===== src/rtl/crypt_pkg.sv =====
// Shared definitions for the decryption key sequencer: default sizes,
// the sequencer state encoding and the packed key-triple type.
package crypt_pkg;

  // Default width of one round key and number of key triples per pass.
  localparam int DEF_KW         = 8;
  localparam int DEF_NUM_ROUNDS = 32;

  // Sequencer states: buffer the schedule, replay it backwards, pulse done.
  typedef enum logic [1:0] {
    IDLE = 2'd0,
    FILL = 2'd1,
    RUN  = 2'd2,
    DONE = 2'd3
  } seq_state_t;

  // One round-key triple as stored in the buffer: {k0, k1, k2}.
  typedef logic [3*DEF_KW-1:0] key_triple_t;

endpackage


===== src/rtl/key_triple_buf.sv =====
// Register file holding one key triple per round.
// One synchronous write port, one combinational read port.
// Storage is deliberately not reset: every entry is rewritten before it is read.
module key_triple_buf #(
  parameter int DEPTH = 32,
  parameter int W     = 24,
  parameter int AW    = $clog2(DEPTH)
) (
  input  logic          CLK,
  input  logic          we,
  input  logic [AW-1:0] waddr,
  input  logic [W-1:0]  wdata,
  input  logic [AW-1:0] raddr,
  output logic [W-1:0]  rdata
);

  logic [W-1:0] mem [DEPTH];

  generate
    for (genvar gi = 0; gi < DEPTH; gi++) begin : g_entry
      logic [W-1:0] entry;

      // Capture the incoming triple when this entry is addressed.
      always_ff @(posedge CLK) begin
        if (we && (waddr == AW'(gi))) begin
          entry <= wdata;
        end
      end

      assign mem[gi] = entry;
    end
  endgenerate

  assign rdata = mem[raddr];

endmodule


===== src/rtl/decrypt_key_sequencer.sv =====
// Decryption key sequencer: enables the key schedule, buffers all round-key
// triples in forward order, then replays them last-to-first to the round
// datapath over a valid/ack handshake, reporting busy/done status.
// Optional feature macro: KEY_CACHE_EN (reuse the buffered keys when the key
// has not changed since the last completed pass).
module decrypt_key_sequencer
  import crypt_pkg::*;
#(
  parameter int NUM_ROUNDS = DEF_NUM_ROUNDS,
  parameter int KW         = DEF_KW,
  parameter int IDXW       = $clog2(NUM_ROUNDS)
) (
  input  logic            CLK,
  input  logic            RST_N,
  input  logic            start,
  input  logic            abort,
  input  logic            key_new,
  output logic            ks_en,
  input  logic            ks_vld,
  input  logic [KW-1:0]   ks_k0,
  input  logic [KW-1:0]   ks_k1,
  input  logic [KW-1:0]   ks_k2,
  output logic            rnd_vld,
  input  logic            rnd_ack,
  output logic [KW-1:0]   rnd_k0,
  output logic [KW-1:0]   rnd_k1,
  output logic [KW-1:0]   rnd_k2,
  output logic [IDXW-1:0] rnd_idx,
  output logic            busy,
  output logic            done
);

  localparam int TW = 3 * KW;
  localparam logic [IDXW-1:0] LAST_IDX = IDXW'(NUM_ROUNDS - 1);

  seq_state_t      state_reg, state_next;
  logic [IDXW-1:0] wptr_reg, wptr_next;
  logic [IDXW-1:0] rptr_reg, rptr_next;
  logic            buf_we;
  logic [TW-1:0]   buf_wdata;
  logic [TW-1:0]   buf_rdata;
  logic            cache_hit;
  logic            cache_clr;
  logic            cache_set;

  assign buf_wdata = {ks_k0, ks_k1, ks_k2};

  key_triple_buf #(
    .DEPTH (NUM_ROUNDS),
    .W     (TW),
    .AW    (IDXW)
  ) u_buf (
    .CLK   (CLK),
    .we    (buf_we),
    .waddr (wptr_reg),
    .wdata (buf_wdata),
    .raddr (rptr_reg),
    .rdata (buf_rdata)
  );

`ifdef KEY_CACHE_EN
  logic cache_vld_reg;

  // The buffer still holds the current key's triples after a completed pass.
  assign cache_hit = cache_vld_reg && !key_new;

  // Track whether the buffered triples are reusable by the next start.
  always_ff @(posedge CLK or negedge RST_N) begin
    if (!RST_N) begin
      cache_vld_reg <= 1'b0;
    end else if (cache_clr) begin
      cache_vld_reg <= 1'b0;
    end else if (cache_set) begin
      cache_vld_reg <= 1'b1;
    end
  end
`else
  // Without the cache every start refills; key_new has no function.
  logic key_new_unused;
  logic cache_flags_unused;
  assign key_new_unused     = key_new;
  assign cache_hit          = 1'b0;
  assign cache_flags_unused = cache_clr ^ cache_set;
`endif

  // State and pointer registers.
  always_ff @(posedge CLK or negedge RST_N) begin
    if (!RST_N) begin
      state_reg <= IDLE;
      wptr_reg  <= '0;
      rptr_reg  <= '0;
    end else begin
      state_reg <= state_next;
      wptr_reg  <= wptr_next;
      rptr_reg  <= rptr_next;
    end
  end

  // Next-state, pointer updates, buffer write strobe and status outputs.
  always_comb begin
    state_next = state_reg;
    wptr_next  = wptr_reg;
    rptr_next  = rptr_reg;
    buf_we     = 1'b0;
    cache_clr  = 1'b0;
    cache_set  = 1'b0;

    ks_en      = (state_reg == FILL);
    rnd_vld    = (state_reg == RUN);
    busy       = (state_reg != IDLE);
    done       = (state_reg == DONE);

    if (abort) begin
      // Abort wins over everything; an idle block simply stays idle.
      if (state_reg != IDLE) begin
        state_next = IDLE;
        cache_clr  = 1'b1;
      end
    end else begin
      unique case (state_reg)
        IDLE: begin
          if (start) begin
            if (cache_hit) begin
              state_next = RUN;
              rptr_next  = LAST_IDX;
            end else begin
              state_next = FILL;
              wptr_next  = '0;
              cache_clr  = 1'b1;
            end
          end
        end
        FILL: begin
          if (ks_vld) begin
            buf_we = 1'b1;
            if (wptr_reg == LAST_IDX) begin
              state_next = RUN;
              rptr_next  = LAST_IDX;
            end else begin
              wptr_next = wptr_reg + 1'b1;
            end
          end
        end
        RUN: begin
          if (rnd_ack) begin
            if (rptr_reg == '0) begin
              state_next = DONE;
            end else begin
              rptr_next = rptr_reg - 1'b1;
            end
          end
        end
        DONE: begin
          state_next = IDLE;
          cache_set  = 1'b1;
        end
        default: begin
          state_next = IDLE;
        end
      endcase
    end
  end

  // Round keys and index are only driven while a triple is being offered.
  always_comb begin
    rnd_k0  = '0;
    rnd_k1  = '0;
    rnd_k2  = '0;
    rnd_idx = '0;
    if (rnd_vld) begin
      rnd_k0  = buf_rdata[3*KW-1:2*KW];
      rnd_k1  = buf_rdata[2*KW-1:KW];
      rnd_k2  = buf_rdata[KW-1:0];
      rnd_idx = rptr_reg;
    end
  end

endmodule


===== config.mk =====
export PLATFORM = sky130hd
export DESIGN_NAME = decrypt_key_sequencer
export DESIGN_NICKNAME = d
export VERILOG_FILES = /design/src/rtl/crypt_pkg.sv /design/src/rtl/key_triple_buf.sv /design/src/rtl/decrypt_key_sequencer.sv
export SDC_FILE = /design/constraint.sdc
export NUM_CORES = 1
export LEC_CHECK = 0
export CAP_MARGIN = 20
export CORE_MARGIN = 4
export CORE_UTILIZATION = 55
export DETAILED_ROUTE_END_ITERATION = 10
export PLACE_DENSITY = 0.72
export SKIP_CTS_REPAIR_TIMING = 1
export SYNTH_ARGS = -nofsm -noshare
export SYNTH_HDL_FRONTEND = slang
export SYNTH_SLANG_ARGS = --single-unit

===== constraint.sdc =====
create_clock -name CLK -period 4.7 [get_ports CLK]
set_input_delay 0.94 -clock CLK [delete_from_list [all_inputs] [get_ports CLK]]
set_output_delay 0.94 -clock CLK [all_outputs]
set_load 0.05 [all_outputs]

==> impl_results.html <==
<h3>Flow metrics</h3>
<table>
<tr><th>Metric</th><th>Value</th></tr>
<tr><th colspan="2">Run status</th></tr>
<tr><td>Result of the run</td><td>finished clean</td></tr>
<tr><th colspan="2">Floorplanning</th></tr>
<tr><td>Die ar.</td><td>0.05891 sq mm</td></tr>
<tr><td>Initial Utilization</td><td>0.5598</td></tr>
<tr><td>Vertical extent of the die</td><td>roughly 240 um</td></tr>
<tr><td>Placeable Area</td><td>0.05413 sq mm</td></tr>
<tr><td>Std cell rows</td><td>between 80 and 90</td></tr>
<tr><th colspan="2">Hold path</th></tr>
<tr><td>Classification of the worst-slack hold path</td><td>reg -&gt; reg</td></tr>
<tr><td>Worst Hold Launch</td><td>wptr_reg[4]$_DFFE_PN0P_</td></tr>
<tr><td>Worst Hold Path EP</td><td>wptr_reg[4]$_DFFE_PN0P_</td></tr>
<tr><th colspan="2">Power</th></tr>
<tr><td>Total power divided by cell area</td><td>485.7 mW/mm^2</td></tr>
<tr><td>Net Sw Power</td><td>~4.4 mW</td></tr>
<tr><td>Combinational group power</td><td>3.41 mW</td></tr>
<tr><td>Power consumed by the clock network</td><td>about 5.6 mW</td></tr>
<tr><td>Internal power consumption</td><td>around 12 mW</td></tr>
<tr><td>Total power consumption of the routed design</td><td>16.87 mW</td></tr>
<tr><td>Static leakage power</td><td>11.01 nW</td></tr>
<tr><td>Leading power group</td><td>registers</td></tr>
<tr><th colspan="2">Timing</th></tr>
<tr><td>Worst Max-Slew Pin Slew</td><td>1.067 ns</td></tr>
<tr><td>Hold violation count in the final report</td><td>0</td></tr>
<tr><td>Max-slew violation count</td><td>0</td></tr>
<tr><td>Setup-failing EPs final</td><td>0</td></tr>
<tr><td>Setup repair after global routing missed its margin</td><td>no</td></tr>
<tr><td>Summed negative setup slack over all endpoints</td><td>0 ns</td></tr>
<tr><th colspan="2">Place</th></tr>
<tr><td>Routability Congestion</td><td>about 0.77</td></tr>
<tr><th colspan="2">Clock network</th></tr>
<tr><td>Clock slew at reported path FFs</td><td>roughly 0.060 ns</td></tr>
<tr><td>Number of H-tree levels</td><td>3</td></tr>
<tr><td>Buffer cell driving the clock tree root</td><td>clkbuf_16</td></tr>
<tr><td>Clock latency at the later pin of the worst-skew pair</td><td>0.61 ns</td></tr>
<tr><td>TritonCTS Buffers</td><td>76</td></tr>
<tr><th colspan="2">Synthesis</th></tr>
<tr><td>FFs w/ async S/R, synth</td><td>0.01538</td></tr>
<tr><td>Simple share</td><td>0.03485</td></tr>
<tr><td>Synthesized flop and latch total</td><td>780</td></tr>
<tr><td>YS warnings</td><td>0</td></tr>
<tr><td>Netlist area before placement</td><td>0.03030 sq mm</td></tr>
<tr><td>Post-synthesis area per instance</td><td>21.04 sq um</td></tr>
<tr><td>Sequential cell area fraction in the yosys report</td><td>0.7710</td></tr>
<tr><td>Area fraction in xor and xnor cells</td><td>0</td></tr>
<tr><td>Floorplan Nets</td><td>1483</td></tr>
<tr><th colspan="2">Setup path</th></tr>
<tr><td>Worst path buffer plus inverter count</td><td>3</td></tr>
<tr><td>Worst setup path category</td><td>reg -&gt; out</td></tr>
<tr><td>Termination of the worst setup path</td><td>rnd_k1[0]</td></tr>
<tr><td>Start of the worst register-to-register path</td><td>state_reg[1]$_DFFE_PN0P_</td></tr>
<tr><td>R2R Path End</td><td>u_buf.g_entry[10].entry[11]$_DFFE_PP_</td></tr>
<tr><td>Worst setup path start</td><td>rptr_reg[2]$_DFFE_PN0P_</td></tr>
<tr><td>Setup crit start kind</td><td>flip-flop</td></tr>
<tr><td>Data required time of the worst path</td><td>3.76 ns</td></tr>
<tr><td>Critical Path Stages</td><td>6</td></tr>
<tr><th colspan="2">Route</th></tr>
<tr><td>Violation count after the first detailed-routing iteration</td><td>between 1.5k and 2k</td></tr>
<tr><td>Pre-antenna DRT Iters</td><td>5</td></tr>
<tr><td>DR WL met3</td><td>approximately 4100 um</td></tr>
<tr><td>Routed WL</td><td>~65000 um</td></tr>
<tr><td>Highest metal layer with signal wires</td><td>met4</td></tr>
<tr><td>Total met2 wirelength after detailed routing</td><td>about 32000 um</td></tr>
<tr><td>Metal1 wirelength</td><td>26670 um</td></tr>
<tr><td>DRC violations left</td><td>0</td></tr>
<tr><th colspan="2">Layout</th></tr>
<tr><td>Seq. cell area</td><td>0.02337 sq mm</td></tr>
<tr><td>Non-clock inverter count in the final layout</td><td>13</td></tr>
<tr><td>Number of antenna diodes</td><td>0</td></tr>
<tr><td>Multi-input combinational cell count</td><td>~560</td></tr>
<tr><td>Highest-count cells in the layout ignoring fill and taps</td><td>768 x edfxtp_1, 144 x mux4_2, 94 x o22ai_1</td></tr>
<tr><td>Combinational gate area</td><td>roughly 0.0064 sq mm</td></tr>
<tr><td>Post-route cell area</td><td>roughly 0.035 sq mm</td></tr>
<tr><td>Area growth, synth to finish</td><td>14.58%</td></tr>
<tr><td>Clock buffer cells</td><td>about 97</td></tr>
<tr><td>Proportion of cell area occupied by registers</td><td>0.6731</td></tr>
<tr><td>Seq cells</td><td>780</td></tr>
<tr><th colspan="2">Global route</th></tr>
<tr><td>Tot GR Track Use</td><td>0.2212</td></tr>
<tr><td>Number of antenna violations at the first check in global routing</td><td>0</td></tr>
<tr><td>Via count of the first global-routing pass</td><td>approximately 15k</td></tr>
<tr><th colspan="2">Flow run</th></tr>
<tr><td>Number of logged tool warnings</td><td>35</td></tr>
<tr><td>Number of max-cap violations</td><td>0</td></tr>
</table>
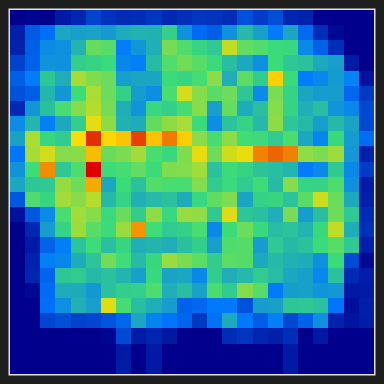
Figure 1: routed metal per tile.
Scale: 1.5 px per um. The die is cut into 24 by 24 equal tiles; dark blue is low, red is high, scaled to the fullest tile. Values are wire area over tile area, all layers added.
nearly empty tiles: 14%
tiles over half the peak: 24%
fullest tile: 0.51
mean over tiles: 0.18

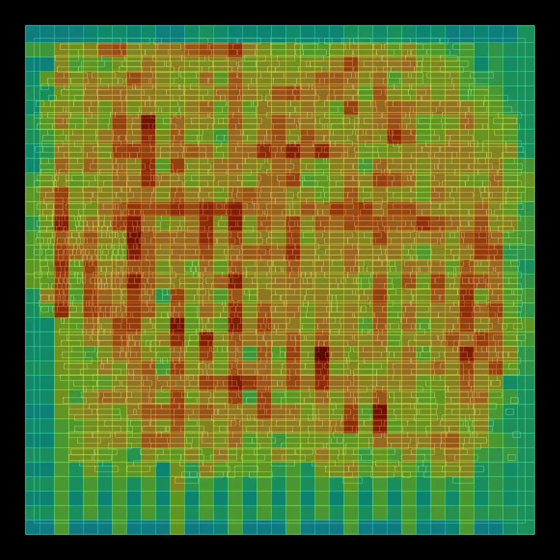
Figure 2: routing congestion.
wire length per cell after detailed routing: 27.77 um
met2 track demand over resource in global routing: 0.3562

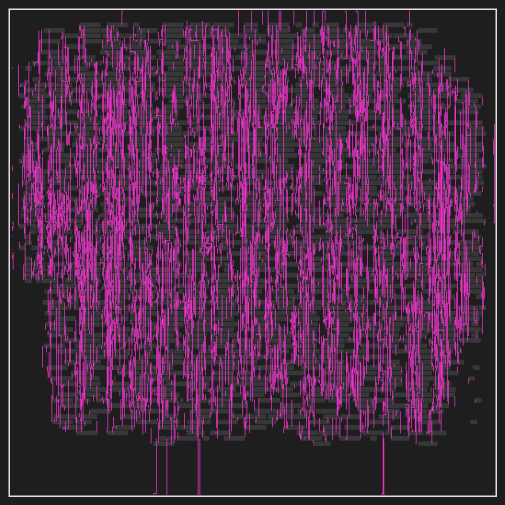
Figure 3: the metal 2 layer.
Scale: 2 px per um.
longest straight run: 99.6 um
nets with wire on the layer: 1440

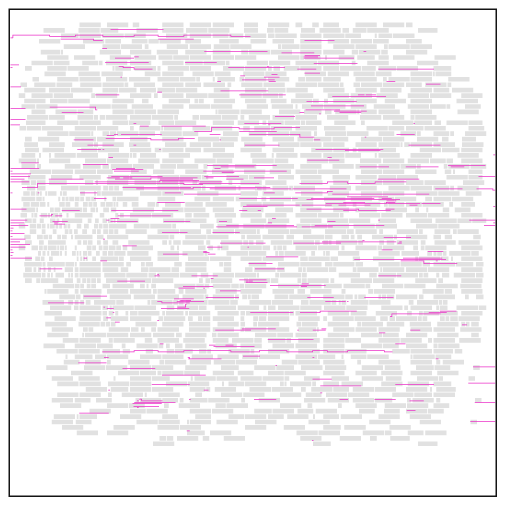
Figure 4: signal wires on met3.
Scale: 2 px per um.
wire length on this layer: 4150 um
longest straight run: 73.1 um
main direction: horizontal
nets with wire on the layer: 168
share of all routed wire: 6.4%

Power is estimated from default activity; no workload was simulated.
